==> src/rtl/pipeline_pkg.sv <==
`default_nettype none
// ============================================================================
// Package  : pipeline_pkg
// Summary  : Shared opcodes, funct3 encodings and MEM-stage FSM state type
//            for the five-stage pipeline.
// Revision : 1.0 - initial release
// ============================================================================
package pipeline_pkg;

  // Major opcodes (instruction bits [6:0])
  localparam logic [6:0] OP_LOAD   = 7'b0000011;
  localparam logic [6:0] OP_STORE  = 7'b0100011;
  localparam logic [6:0] OP_OPIMM  = 7'b0010011;
  localparam logic [6:0] OP_OP     = 7'b0110011;
  localparam logic [6:0] OP_LUI    = 7'b0110111;
  localparam logic [6:0] OP_AUIPC  = 7'b0010111;
  localparam logic [6:0] OP_BRANCH = 7'b1100011;
  localparam logic [6:0] OP_JAL    = 7'b1101111;
  localparam logic [6:0] OP_JALR   = 7'b1100111;

  // Load/store size and signedness encodings
  localparam logic [2:0] F3_LB  = 3'b000;
  localparam logic [2:0] F3_LH  = 3'b001;
  localparam logic [2:0] F3_LW  = 3'b010;
  localparam logic [2:0] F3_LBU = 3'b100;
  localparam logic [2:0] F3_LHU = 3'b101;
  localparam logic [2:0] F3_SB  = 3'b000;
  localparam logic [2:0] F3_SH  = 3'b001;
  localparam logic [2:0] F3_SW  = 3'b010;

  // Memory-access FSM: IDLE waits for a good op, REQ holds the bus request
  typedef enum logic [0:0] {
    ST_IDLE = 1'b0,
    ST_REQ  = 1'b1
  } mem_state_e;

  // Stores only have signed-size encodings; loads add the unsigned variants
  function automatic logic f3_legal(input logic [2:0] f3, input logic is_store);
    logic ok;
    ok = (f3 == F3_SB) || (f3 == F3_SH) || (f3 == F3_SW);
    if (!is_store) begin
      ok = ok || (f3 == F3_LBU) || (f3 == F3_LHU);
    end
    return ok;
  endfunction

endpackage
`default_nettype wire

==> src/rtl/mem_lane_align.sv <==
`default_nettype none
// ============================================================================
// Module   : mem_lane_align
// Summary  : Byte-lane steering for the MEM stage. Store side produces the
//            strobes, replicated write data and the bad-op flag; load side
//            picks the addressed lane and sign/zero-extends it.
// Revision : 1.0 - initial release
// ============================================================================
module mem_lane_align
  import pipeline_pkg::*;
(
  input  logic [1:0]  i_addr_lo,
  input  logic [2:0]  i_funct3,
  input  logic        i_is_store,
  input  logic [31:0] i_rs2,
  input  logic [31:0] i_rdata,
  output logic [3:0]  o_wstrb,
  output logic [31:0] o_wdata,
  output logic        o_bad,
  output logic [31:0] o_result
);

  logic        w_aligned;
  logic [7:0]  w_byte;
  logic [15:0] w_half;

  // Store strobes and lane-replicated data; misaligned shifts are masked by o_bad
  always_comb begin
    o_wstrb = 4'b0000;
    o_wdata = i_rs2;
    case (i_funct3)
      F3_SB: begin
        o_wstrb = 4'b0001 << i_addr_lo;
        o_wdata = {4{i_rs2[7:0]}};
      end
      F3_SH: begin
        o_wstrb = 4'b0011 << i_addr_lo;
        o_wdata = {2{i_rs2[15:0]}};
      end
      F3_SW: begin
        o_wstrb = 4'b1111;
        o_wdata = i_rs2;
      end
      default: begin
        o_wstrb = 4'b0000;
        o_wdata = i_rs2;
      end
    endcase
  end

  // An op is bad when its encoding is illegal or its address is not size-aligned
  always_comb begin
    case (i_funct3[1:0])
      2'b01:   w_aligned = ~i_addr_lo[0];
      2'b10:   w_aligned = (i_addr_lo == 2'b00);
      default: w_aligned = 1'b1;
    endcase
    o_bad = ~f3_legal(i_funct3, i_is_store) | ~w_aligned;
  end

  // Load lane select followed by sign or zero extension
  always_comb begin
    case (i_addr_lo)
      2'd0:    w_byte = i_rdata[7:0];
      2'd1:    w_byte = i_rdata[15:8];
      2'd2:    w_byte = i_rdata[23:16];
      default: w_byte = i_rdata[31:24];
    endcase
    w_half = i_addr_lo[1] ? i_rdata[31:16] : i_rdata[15:0];
    case (i_funct3)
      F3_LB:   o_result = {{24{w_byte[7]}}, w_byte};
      F3_LBU:  o_result = {24'd0, w_byte};
      F3_LH:   o_result = {{16{w_half[15]}}, w_half};
      F3_LHU:  o_result = {16'd0, w_half};
      default: o_result = i_rdata;
    endcase
  end

endmodule
`default_nettype wire

==> src/rtl/mem_stage.sv <==
`default_nettype none
// ============================================================================
// Module   : mem_stage
// Summary  : Pipeline memory stage. Issues data-memory loads/stores over a
//            req/ack bus, stalls upstream while an access is outstanding,
//            aborts on timeout and produces the registered MEM/WB triple.
// Revision : 1.0 - initial release
// ============================================================================
module mem_stage
  import pipeline_pkg::*;
#(
  parameter int unsigned TIMEOUT_CYCLES = 255
) (
  input  logic        clk,
  input  logic        rst_n,
  input  logic        EX_MEM_valid,
  input  logic [4:0]  EX_MEM_rd,
  input  logic        EX_MEM_regwrite,
  input  logic        EX_MEM_memread,
  input  logic        EX_MEM_memwrite,
  input  logic        EX_MEM_memtoreg,
  input  logic [2:0]  EX_MEM_funct3,
  input  logic [31:0] EX_MEM_ALU_result,
  input  logic [31:0] EX_MEM_rs2_data,
  output logic        dmem_req,
  output logic        dmem_we,
  output logic [31:0] dmem_addr,
  output logic [31:0] dmem_wdata,
  output logic [3:0]  dmem_wstrb,
  input  logic        dmem_ack,
  input  logic [31:0] dmem_rdata,
  output logic [4:0]  MEM_WB_rd,
  output logic [31:0] MEM_WB_result,
  output logic        MEM_WB_regwrite,
  output logic        MEM_stall,
  output logic        MEM_misaligned,
  output logic        MEM_bus_error
);

  // Last REQ cycle count value before the access is abandoned
  localparam logic [15:0] c_timeout_last = 16'(TIMEOUT_CYCLES - 1);

  mem_state_e  r_state;
  logic [15:0] r_cnt;
  logic        r_req;
  logic        r_we;
  logic [31:0] r_addr;
  logic [31:0] r_wdata;
  logic [3:0]  r_wstrb;
  logic        r_misaligned;
  logic        r_bus_error;
  logic [4:0]  r_wb_rd;
  logic [31:0] r_wb_result;
  logic        r_wb_regwrite;

  logic        w_mem_op;
  logic        w_is_store;
  logic        w_bad;
  logic        w_bad_op;
  logic        w_good_op;
  logic        w_ack_done;
  logic        w_timeout;
  logic        w_stall;
  logic [3:0]  w_wstrb;
  logic [31:0] w_wdata;
  logic [31:0] w_load_result;

  mem_lane_align u_align (
    .i_addr_lo  (EX_MEM_ALU_result[1:0]),
    .i_funct3   (EX_MEM_funct3),
    .i_is_store (w_is_store),
    .i_rs2      (EX_MEM_rs2_data),
    .i_rdata    (dmem_rdata),
    .o_wstrb    (w_wstrb),
    .o_wdata    (w_wdata),
    .o_bad      (w_bad),
    .o_result   (w_load_result)
  );

  assign w_is_store = EX_MEM_memwrite;
  assign w_mem_op   = EX_MEM_valid & (EX_MEM_memread | EX_MEM_memwrite);
  assign w_bad_op   = w_mem_op & w_bad;
  assign w_good_op  = w_mem_op & ~w_bad;
  assign w_ack_done = (r_state == ST_REQ) & dmem_ack;
  assign w_timeout  = (r_state == ST_REQ) & ~dmem_ack & (r_cnt == c_timeout_last);
  // Release upstream on the completing cycle (ack or timeout), never for bad ops
  assign w_stall    = w_good_op & ~w_ack_done & ~w_timeout;

  assign dmem_req        = r_req;
  assign dmem_we         = r_we;
  assign dmem_addr       = r_addr;
  assign dmem_wdata      = r_wdata;
  assign dmem_wstrb      = r_wstrb;
  assign MEM_WB_rd       = r_wb_rd;
  assign MEM_WB_result   = r_wb_result;
  assign MEM_WB_regwrite = r_wb_regwrite;
  assign MEM_stall       = w_stall;
  assign MEM_misaligned  = r_misaligned;
  assign MEM_bus_error   = r_bus_error;

  // Access FSM: launches the bus request, counts REQ cycles, retires on ack or timeout
  always_ff @(posedge clk or negedge rst_n) begin
    if (!rst_n) begin
      r_state      <= ST_IDLE;
      r_cnt        <= 16'd0;
      r_req        <= 1'b0;
      r_we         <= 1'b0;
      r_addr       <= 32'd0;
      r_wdata      <= 32'd0;
      r_wstrb      <= 4'b0000;
      r_misaligned <= 1'b0;
      r_bus_error  <= 1'b0;
    end else begin
      r_misaligned <= w_bad_op;
      r_bus_error  <= 1'b0;
      case (r_state)
        ST_IDLE: begin
          if (w_good_op) begin
            r_state <= ST_REQ;
            r_cnt   <= 16'd0;
            r_req   <= 1'b1;
            r_we    <= w_is_store;
            r_addr  <= {EX_MEM_ALU_result[31:2], 2'b00};
            r_wdata <= w_is_store ? w_wdata : 32'd0;
            r_wstrb <= w_is_store ? w_wstrb : 4'b0000;
          end
        end
        ST_REQ: begin
          if (dmem_ack || w_timeout) begin
            r_state     <= ST_IDLE;
            r_req       <= 1'b0;
            r_we        <= 1'b0;
            r_addr      <= 32'd0;
            r_wdata     <= 32'd0;
            r_wstrb     <= 4'b0000;
            r_bus_error <= w_timeout;
          end else begin
            r_cnt <= r_cnt + 16'd1;
          end
        end
        default: r_state <= ST_IDLE;
      endcase
    end
  end

  // MEM/WB register: bubble while stalled, otherwise retire the current instruction
  always_ff @(posedge clk or negedge rst_n) begin
    if (!rst_n) begin
      r_wb_rd       <= 5'd0;
      r_wb_result   <= 32'd0;
      r_wb_regwrite <= 1'b0;
    end else if (w_stall) begin
      r_wb_rd       <= 5'd0;
      r_wb_regwrite <= 1'b0;
    end else if (!EX_MEM_valid || w_bad_op || w_timeout) begin
      r_wb_regwrite <= 1'b0;
    end else if (w_mem_op) begin
      r_wb_rd       <= EX_MEM_rd;
      r_wb_result   <= EX_MEM_memtoreg ? w_load_result : EX_MEM_ALU_result;
      r_wb_regwrite <= EX_MEM_regwrite & ~w_is_store;
    end else begin
      r_wb_rd       <= EX_MEM_rd;
      r_wb_result   <= EX_MEM_ALU_result;
      r_wb_regwrite <= EX_MEM_regwrite;
    end
  end

endmodule
`default_nettype wire

==> config.mk <==
export PLATFORM = sky130hd
export DESIGN_NAME = mem_stage
export DESIGN_NICKNAME = d
export VERILOG_FILES = /design/src/rtl/pipeline_pkg.sv /design/src/rtl/mem_lane_align.sv /design/src/rtl/mem_stage.sv
export SDC_FILE = /design/constraint.sdc
export NUM_CORES = 1
export LEC_CHECK = 0
export ABC_AREA = 1
export CAP_MARGIN = 20
export CORE_ASPECT_RATIO = 0.6
export CORE_MARGIN = 2
export CORE_UTILIZATION = 40
export CTS_CLUSTER_DIAMETER = 120
export DETAILED_ROUTE_END_ITERATION = 6
export DONT_BUFFER_PORTS = 1
export PLACE_DENSITY_LB_ADDON = 0.08
export SLEW_MARGIN = 20
export SYNTH_ARGS = -nofsm -noshare
export SYNTH_HDL_FRONTEND = slang
export SYNTH_SLANG_ARGS = --single-unit
==> constraint.sdc <==
create_clock -name clk -period 2.5 [get_ports clk]
set_clock_uncertainty 0.2 [all_clocks]
set_input_delay 0.375 -clock clk [delete_from_list [all_inputs] [get_ports clk]]
set_output_delay 0.375 -clock clk [all_outputs]
set_load 0.02 [all_outputs]
==> run_1/clock_nets.png <==
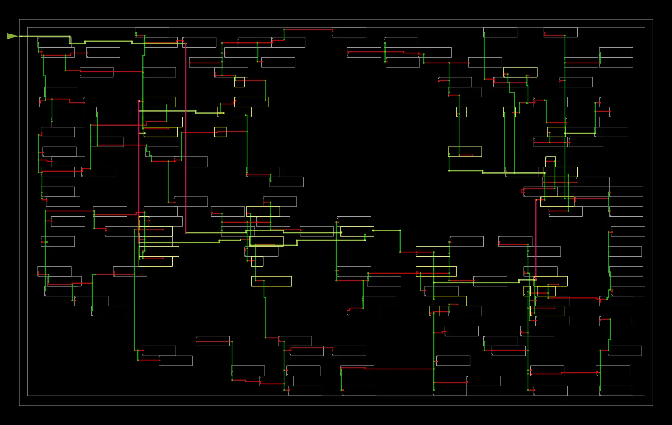
number of buffers inserted during clock tree synthesis: 17
power attributed to the clock group: 2.69 mW

==> run_1/ff_map.png <==
Scale bar: 50 um. Other sequential cells in the stronger grey, the rest of the logic in the fainter grey.
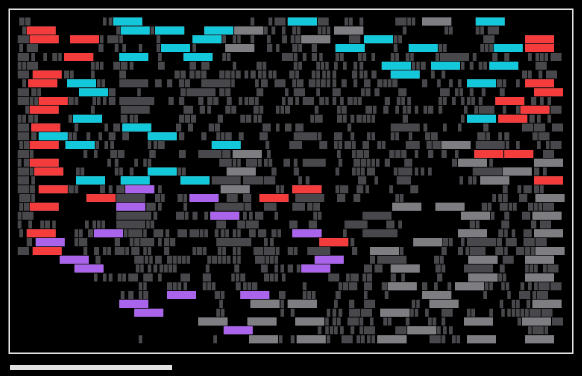
| name in the netlist | colour | sequential cells |
|---|---|---|
| dmem_addr | red | 30 |
| MEM_WB_result | cyan | 32 |
| r_cnt | purple | 16 |
not coloured: 47
sequential power: 3.45 mW
final core utilization: 49.3%
area used by sequential logic in the layout: 0.00313 mm2
fraction of area in registers: 37.3%

==> run_1/pinout.png <==
Pins as bars across the die edge, other pins in grey.
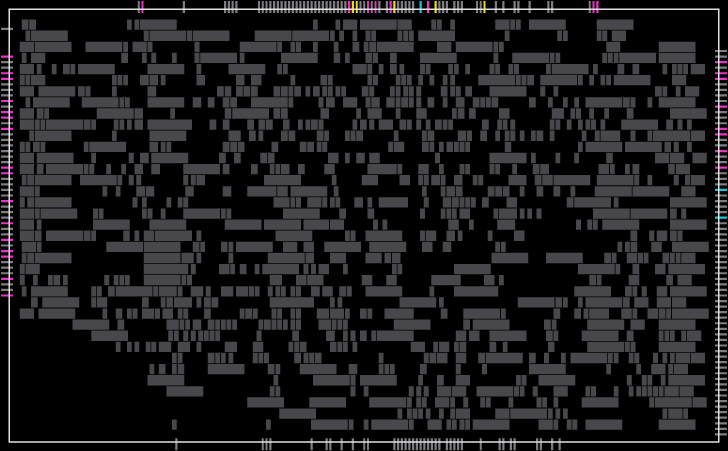
| port | colour | pins | direction | edge |
|---|---|---|---|---|
| EX_MEM_ALU_result | magenta | 32 | input | 16 left, 8 top, 8 right |
| EX_MEM_funct3 | cyan | 3 | input | 2 right, 1 top |
| EX_MEM_rd | yellow | 5 | input | top |
all pins by edge: 70 top, 70 right, 45 left, 38 bottom
vertical die dimension: 106 um
chip width: 173 um
I/O Buffers: 0

==> run_1/gates.png <==
Scale bar: 50 um.
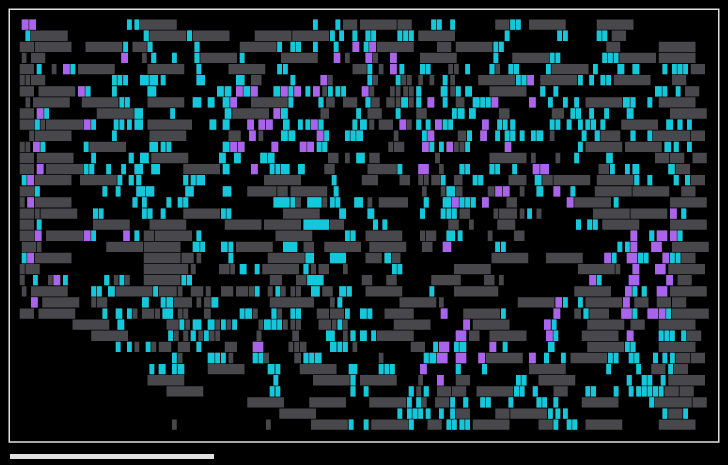
| family | colour | cells |
|---|---|---|
| nand cells | cyan | 510 |
| aoi and oai cells | purple | 103 |
logic share of the area: 38.8%
leading cell type in the layout, fill and taps excluded: nand2_1
Cell Count, Final, Fillers Out: 1,252

run 1: synthesized netlist by cell type (all sizes together):
master / count / area [um2]
o22ai: 1 / 6.26
nand4: 21 / 131
nor3: 7 / 35.0
o21ai: 48 / 240
inv: 55 / 209
conb: 1 / 3.75
clkbuf: 17 / 66.3
a21oi: 39 / 195
clkinv: 1 / 3.75
nand2: 417 / 1600
dfrtp: 125 / 3130
nor2: 71 / 333
nand3: 71 / 378
nand3b: 1 / 7.51
xnor2: 2 / 17.5
or2: 7 / 43.8
o211ai: 5 / 37.5
a31oi: 1 / 6.26
ha: 5 / 62.6
xor2: 9 / 78.8
o21bai: 9 / 67.6
buf: 31 / 225
run 1: per-layer routing:
metal / share of wire, % / up-vias
li1: - / 3116
met1: 48 / 2960
met2: 41 / 270
met3: 9.6 / 19
met4: 1.3 / 0
met5: 0 / -
run 1: registers in the layout, summed over array words and instances, names as in the netlist, 4 cells and up:
signal and count:
r_cnt 16, dmem_wdata 32, dmem_addr 30, MEM_WB_result 32, dmem_wstrb 4, MEM_WB_rd 5
run 1: power breakdown:
part,switching (mW),leakage [nW],total (mW),internal [mW]
sequential,0.960,1.65,3.45,2.49
clock,0.961,0.298,2.69,1.73
combinational,0.899,2.34,1.41,0.511
total,2.82,4.28,7.55,4.73
run 1: path summary, 6_finish.rpt:
check / start / to / cells after the start
worst max-delay path: r_cnt[0] / MEM_stall / 10
max in group asynchronous: rst_n / dmem_addr[29] / 0
min in group clk: EX_MEM_rs2_data[7] / dmem_wdata[7] / 2
worst min-delay path: rst_n / dmem_addr[14] / 0
worst min register to register: r_cnt[3] / r_cnt[3] / 2
worst max register to register: r_cnt[1] / MEM_WB_result[21] / 12
run 1: logic make-up (layout without fill, tap and decap cells):
logic type	Yosys count	in the layout	synth area share (%)
AOI/OAI and AO/OA	103	103	8.04
xor gates and xnor gates	11	11	1.40
adders and majority gates	5	5	0.909
buffers and inverters	104	177	7.33
DFF	125	125	45.5
other	1	2	0.0545
and+or+nand+nor	595	595	36.8
run 1: repair_timing:
action | in CTS | in global routing
setup buffers | 1 | 0
hold endpoints to repair | 195 | 125
resized | 0 | 1
gates cloned | 0 | 0
endpoints found under the setup margin | 1 | 2
run 1: critical path, delay by kind of cell, from the launching register on:
kind	cells	cell delay, ps
fa+ha+maj	1	150
buf+inv	3	290
flops	1	380
simple gates	6	490
run 1: layout make-up:
class	instances	area [um2]
clock buffer	19	453
clock inverter	13	189
fill	1715	8610
inverter	56	213
multi-input combinational	716	3250
sequential	125	3130
tap	234	293
timing repair buffer	89	853
==> flow_summary.rst, run 1 <==
Flow metrics
------------

.. list-table::
   :header-rows: 1

   * - Metric
     - Value
   * - Slowest stage cell, crit path
     - dfrtp_1
   * - First-pass DRT Iterations
     - 5
   * - Chip area estimate from yosys synthesis
     - 0.00688 mm2
   * - Violations in the final reports
     - negative hold slack
   * - Estimated wirelength of the detail-placed design
     - 15,700 um
   * - Largest net degree at the start of global routing
     - 126
   * - Area of the die
     - 0.0183 mm2
   * - Yosys cell count
     - 944
   * - Period Utilization, post-route
     - 92.0%
   * - Worst-skew pair later-pin latency
     - 410 ps
   * - Tally of max-capacitance violations
     - 0
   * - Number of warnings printed during yosys synthesis
     - 0
   * - Residual DRC
     - 0
   * - Outcome
     - complete, but fails checks
   * - Vias in the first global route
     - 6,015
   * - Clock sink count
     - 125
   * - Worst hold slack across all endpoints
     - -547 ps
   * - GRT met3 Usage
     - 8.80%
   * - First-pass GRT wire length
     - 35,200 um
   * - Top Ports
     - 223
   * - Signal arrival time at the worst endpoint
     - 1730 ps
   * - Placed insts
     - 1,155
   * - Post-route design area
     - 0.00838 mm2
   * - WL/cell
     - 17.7 um
   * - Clock tree from TritonCTS
     - built
   * - Fraction of layout instances using a drive strength above 1
     - 8.84%
   * - Grt peak-use layer
     - met1
   * - Critical-path cell list
     - inv_2, ha_1, inv_1, nor2_1, nand2_1, nor2_1, nand3_2, nand2_2, nor2_4, buf_4
   * - Relative slew slack
     - 54.3%
   * - GPL Wtd Cong
     - 0.887
   * - Post-detailed-routing wire length
     - 22,200 um
   * - Grt met2 use
     - 33.6%
   * - Std-Cell Rows
     - 37
   * - DR iter-0 viols
     - 568
   * - Critical Path Most Common Cell
     - nor2_1
   * - Grt ovf
     - 0
   * - Synthesized area divided by synthesized cell count
     - 7.29 um2
   * - Flop and latch count out of synthesis
     - 125
   * - Count of inserted antenna diode cells
     - 0
   * - Number of buffers between clock root and the deepest sink
     - 2
   * - Clock Root Buffer
     - clkbuf_16
   * - Core Footprint
     - 0.0170 mm2
   * - Accumulated negative setup slack
     - 0 ps
   * - Category of the most critical setup path
     - reg -> out
   * - Tot GR Track Use
     - 24.8%
   * - ANT nets after route
     - 0
   * - Number of setup violations in the final report
     - 0
   * - Clock-pin slew reported for the worst setup and hold paths after clock tree synthesis
     - 60 ps
   * - Placed Instance Area
     - 0.00709 mm2
   * - Net count of the finished layout
     - 1,122
   * - Dominant logic cell types in the final layout
     - nand2_1 (407), dfrtp_1 (125), nand3_1 (68)
   * - Actual slew at the worst max-slew pin
     - 682 ps
   * - Post-synthesis cell type count
     - 36
   * - Number of H-tree levels
     - 4
   * - Final worst path period need
     - 2300 ps
   * - Setup repair after global routing missed its margin
     - no
   * - Gate Count Post-Synth
     - 944
   * - Leakage power
     - 4.28 nW
   * - Area of the mapped netlist
     - 0.00688 mm2
   * - Endpoint type of the worst setup path
     - output port
   * - Stage-log warning count
     - 33
   * - Type of the tightest min-delay check
     - in -> async
   * - Synth-to-Final Area Change
     - 21.8%
   * - Final tally of max-slew violations
     - 0
   * - Worst setup margin
     - 199 ps
   * - Minimum setup slack among reg-to-reg paths
     - 240 ps
   * - Worst slack at placement
     - 193 ps
   * - Final Hold Violation Tally
     - 125
   * - CTS Hold Bufs
     - 64
   * - Number of vias per cell after detailed routing
     - 5.08
   * - Largest fanout on the critical path
     - 3
   * - Power density over cell area
     - 901 mW/mm2
   * - Max Clk Rate
     - 435 MHz
   * - Worst path max stage delay
     - 380 ps
   * - Req. time, crit path
     - 1920 ps
   * - Routing usage on met1
     - 37.0%
   * - Via count
     - 6,365
   * - Worst IR Drop VDD
     - 498 uV
   * - Post-synthesis sequential area ratio
     - 45.5%
   * - Initial antenna violation count
     - 0
   * - Total power of the final layout
     - 7.55 mW
   * - Floorplan utilization
     - 40.5%
   * - Worst Setup Start Kind
     - register
==> run_1/layers.png <==
Only two layers are drawn.
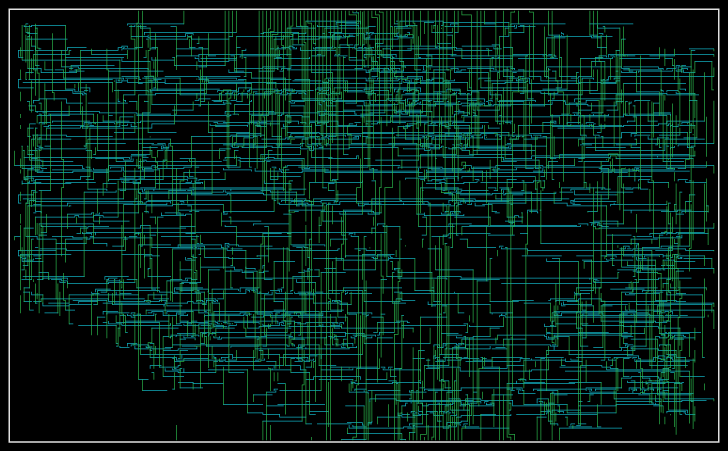

==> run 2: changes to the inputs <==
- SETUP_SLACK_MARGIN: unset -> 0.2
==> run_2/layers.png <==
Only two layers are drawn.
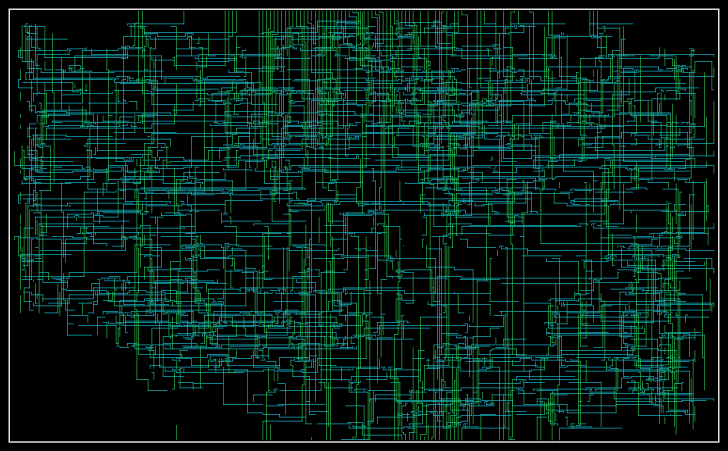
| layer | colour | wire length |
|---|---|---|
| M1 | cyan | 10,900 um |
| M2 | green | 9,000 um |
via count: 6,362
WL/cell: 17.7 um
Tot GR Track Use: 24.9%
post-detailed-routing wire length: 22,300 um

==> run_2/pinout.png <==
Pins as bars across the die edge, other pins in grey.
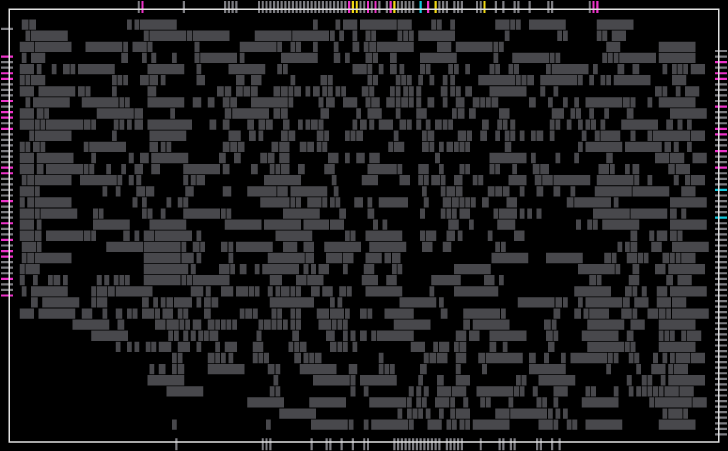

==> flow_summary.rst, run 2 <==
Flow metrics
------------

.. list-table::
   :header-rows: 1

   * - Metric
     - Value
   * - Final worst path period need
     - 2220 ps (-79.6 ps)
   * - FFs w/ async S/R, synth
     - 100% (unchanged)
   * - Sw frac
     - 37.3% (about the same)
   * - Clock tree from TritonCTS
     - built
   * - Floorplan utilization
     - 40.5% (unchanged)
   * - Setup repair after global routing missed its margin
     - yes
   * - Sequential cell fraction of total power
     - 45.3% (-0.4 points)
   * - Total power of the final layout
     - 7.63 mW (+1.0%)
   * - Outcome
     - complete, but fails checks
   * - Residual DRC
     - 0 (unchanged)
   * - Clock sink count
     - 125 (unchanged)
   * - Accumulated negative setup slack
     - 0 ps (unchanged)
   * - Top Ports
     - 223 (unchanged)
   * - CTS Hold Bufs
     - 64 (unchanged)
   * - Library cell occupying the most area in the post-synthesis netlist
     - dfrtp_1
   * - Area of the die
     - 0.0183 mm2 (unchanged)
   * - Int Power
     - 4.78 mW (+1.1%)
   * - Main synth FF type
     - dfrtp_1
   * - Minimum setup slack among reg-to-reg paths
     - 420 ps (+180 ps)
   * - DR iter-0 viols
     - 529 (-6.9%)
   * - Number of vias per cell after detailed routing
     - 5.05 (-0.60%)
   * - Area share of the leading cell type in the synthesized netlist
     - 45.5% (unchanged)
   * - GPL Wtd Cong
     - 0.887 (unchanged)
   * - Number of warnings printed during yosys synthesis
     - 0 (unchanged)
   * - Estimated wirelength of the detail-placed design
     - 15,700 um (unchanged)
   * - Chip area estimate from yosys synthesis
     - 0.00688 mm2 (unchanged)
   * - Post-route design area
     - 0.00846 mm2 (+0.99%)
   * - Yosys cell count
     - 944 (unchanged)
   * - Top cells, area
     - dfrtp_1 (45%), nand2_1 (22%), nand3_1 (4.9%)
   * - Relative slew slack
     - 53.7% (-0.56 points)
   * - Synth top cell by count
     - nand2_1
   * - Post-synthesis cell type count
     - 36 (unchanged)
   * - Endpoint type of the worst setup path
     - output port
   * - Filler cells
     - 1,708 (-0.41%)
   * - First-pass DRT Iterations
     - 5 (unchanged)
   * - Final core utilization
     - 49.8% (+0.49 points)
   * - Power density over cell area
     - 901 mW/mm2 (about the same)
   * - Worst IR Drop VDD
     - 499 uV (+0.28%)
   * - Worst Reg2Reg Path Length in Cells
     - 15 (+3)
   * - Net count of the finished layout
     - 1,129 (+0.62%)
   * - Worst setup margin
     - 279 ps (+79.6 ps)
   * - Final tally of max-slew violations
     - 0 (unchanged)
   * - Number of H-tree levels
     - 4 (unchanged)
   * - Cell Count, Final, Fillers Out
     - 1,259 (+0.56%)
   * - Fraction of layout instances using a drive strength above 1
     - 9.85% (+1.0 points)
   * - First-pass GRT wire length
     - 35,300 um (+0.12%)
   * - Worst hold slack across all endpoints
     - -550 ps (-2.97 ps)
   * - Period Utilization, post-route
     - 88.9% (-3.2 points)
   * - I/O Buffers
     - 0 (unchanged)
   * - Grt ovf
     - 0 (unchanged)
   * - Number of buffers between clock root and the deepest sink
     - 2 (unchanged)
   * - Switching power total
     - 2.85 mW (+0.98%)
   * - Type of the tightest min-delay check
     - in -> async
   * - Clock-pin slew reported for the worst setup and hold paths after clock tree synthesis
     - 60 ps (about the same)
   * - Tally of max-capacitance violations
     - 0 (unchanged)
   * - Count of inserted antenna diode cells
     - 0 (unchanged)
   * - Signal arrival time at the worst endpoint
     - 1650 ps (-80 ps)
   * - Largest net degree at the start of global routing
     - 126 (unchanged)
   * - Post-synthesis sequential area ratio
     - 45.5% (unchanged)
   * - Vias in the first global route
     - 6,020 (+0.083%)
   * - Worst-skew pair later-pin latency
     - 410 ps (about the same)
   * - Gate Count Post-Synth
     - 944 (unchanged)
   * - Part of the power in combinational logic
     - 19.5% (+0.8 points)
   * - Largest fanout on the critical path
     - 2 (-1)
   * - Critical R2R Capture
     - dmem_addr[21]
   * - Number of enable-type register cells in the synthesized netlist
     - 0 (unchanged)
   * - Number of buffers inserted during clock tree synthesis
     - 17 (unchanged)
   * - Placed insts
     - 1,155 (unchanged)
   * - Max Clk Rate
     - 450 MHz (+3.6%)
   * - Dominant logic cell types in the final layout
     - nand2_1 (407), dfrtp_1 (125), nand3_1 (68)
   * - Std-Cell Rows
     - 37 (unchanged)
   * - ANT nets after route
     - 0 (unchanged)
   * - Leakage power
     - 4.32 nW (+0.84%)
   * - Violations in the final reports
     - negative hold slack
   * - Stage-log warning count
     - 34 (+3.0%)
   * - Worst slack at placement
     - 193 ps (unchanged)
   * - Flop and latch count out of synthesis
     - 125 (unchanged)
   * - Final Hold Violation Tally
     - 125 (unchanged)
   * - Top cells by count, synth
     - nand2_1 (408), dfrtp_1 (125), nand3_1 (68)
   * - Part of the total power dissipated in the clock network
     - 35.2% (-0.4 points)
   * - Clock Root Buffer
     - clkbuf_16
   * - Synthesized area divided by synthesized cell count
     - 7.29 um2 (unchanged)
   * - Number of setup violations in the final report
     - 0 (unchanged)
   * - Actual slew at the worst max-slew pin
     - 690 ps (+8.33 ps)
   * - Synth-to-Final Area Change
     - 23.0%
   * - Vertical die dimension
     - 106 um (unchanged)
   * - Area of the mapped netlist
     - 0.00688 mm2 (unchanged)
   * - Worst setup path endpoint
     - MEM_stall
   * - Worst Setup Start Kind
     - register
   * - Category of the most critical setup path
     - reg -> out
   * - Chip width
     - 173 um (unchanged)
   * - Placed Instance Area
     - 0.00709 mm2 (unchanged)
   * - Initial antenna violation count
     - 0 (unchanged)
   * - Timing startpoint of the critical path
     - r_cnt[0]
   * - Req. time, crit path
     - 1920 ps (about the same)
   * - Core Footprint
     - 0.0170 mm2 (unchanged)
   * - Leading cell type in the layout, fill and taps excluded
     - nand2_1
   * - Reg-to-Reg Start
     - r_cnt[0]
-- run 2: critical path, cell delays in order, from the launching register on --
cell,delay [ps]
dfrtp_1,380
inv_2,90
ha_4,130
inv_2,30
nor2_1,90
nand2_1,60
nor2_2,90
nand3_2,80
nand2_2,100
nor2_4,50
buf_6,120
-- run 2: metal layers --
layer	vias to the layer above	share of wire (%)	wire length, um	global-route usage [%]
met5	-	0	0	0
met4	0	1.3	286	6.60
met3	19	9.5	2130	8.80
met2	261	40	9000	33.8
met1	2950	49	10900	36.9
li1	3132	-	-	-
-- run 2: repair_timing --
action,CTS,global route
buffers inserted,3,5
gates resized,3,5
hold endpoints to repair,195,125
pin swaps,2,6
endpoints found under the setup margin,1,35
-- run 2: how the worst min path moves through the flow --
stage | slack (ps) | endpoint | cells past startpoint
floorplan | -120 | MEM_WB_rd[0] | 0
global placement | -120 | dmem_addr[13] | 0
detailed placement | -120 | dmem_addr[13] | 0
CTS | -570 | dmem_addr[13] | 0
global route | -580 | dmem_addr[14] | 0
finish | -550 | dmem_addr[14] | 0
-- run 2: layout make-up --
| type | instances | area, um2 | area share, % |
|---|---|---|---|
| timing repair buffer | 96 | 910 | 10.7 |
| multi-input combinational | 716 | 3280 | 38.7 |
| sequential | 125 | 3130 | 37.0 |
| clock inverter | 13 | 189 | 2.23 |
| clock buffer | 19 | 453 | 5.35 |
| tap | 234 | 293 | 3.46 |
| inverter | 56 | 213 | 2.51 |
-- run 2: cells by family (layout without fill, tap and decap cells) --
logic type / after synthesis / after routing / synth area share (%)
AND-OR/OR-AND: 103 / 103 / 8.04
XOR/XNOR: 11 / 11 / 1.40
adder cells (fa/ha/maj): 5 / 5 / 0.909
buffers and inverters: 104 / 184 / 7.33
flip-flops: 125 / 125 / 45.5
other: 1 / 2 / 0.0545
AND/OR/NAND/NOR: 595 / 595 / 36.8
-- run 2: power groups by stage --
stage / sequential (mW) / clock (mW) / combinational [mW]
after global placement: 3.49 / 0 / 1.31
after global routing: 3.51 / 2.83 / 1.69
final: 3.45 / 2.69 / 1.49
after CTS: 3.46 / 2.73 / 1.44
after floorplan: 3.34 / 0 / 1.05
after detailed placement: 3.48 / 0 / 1.33
Power and IR drop assume default switching activity.
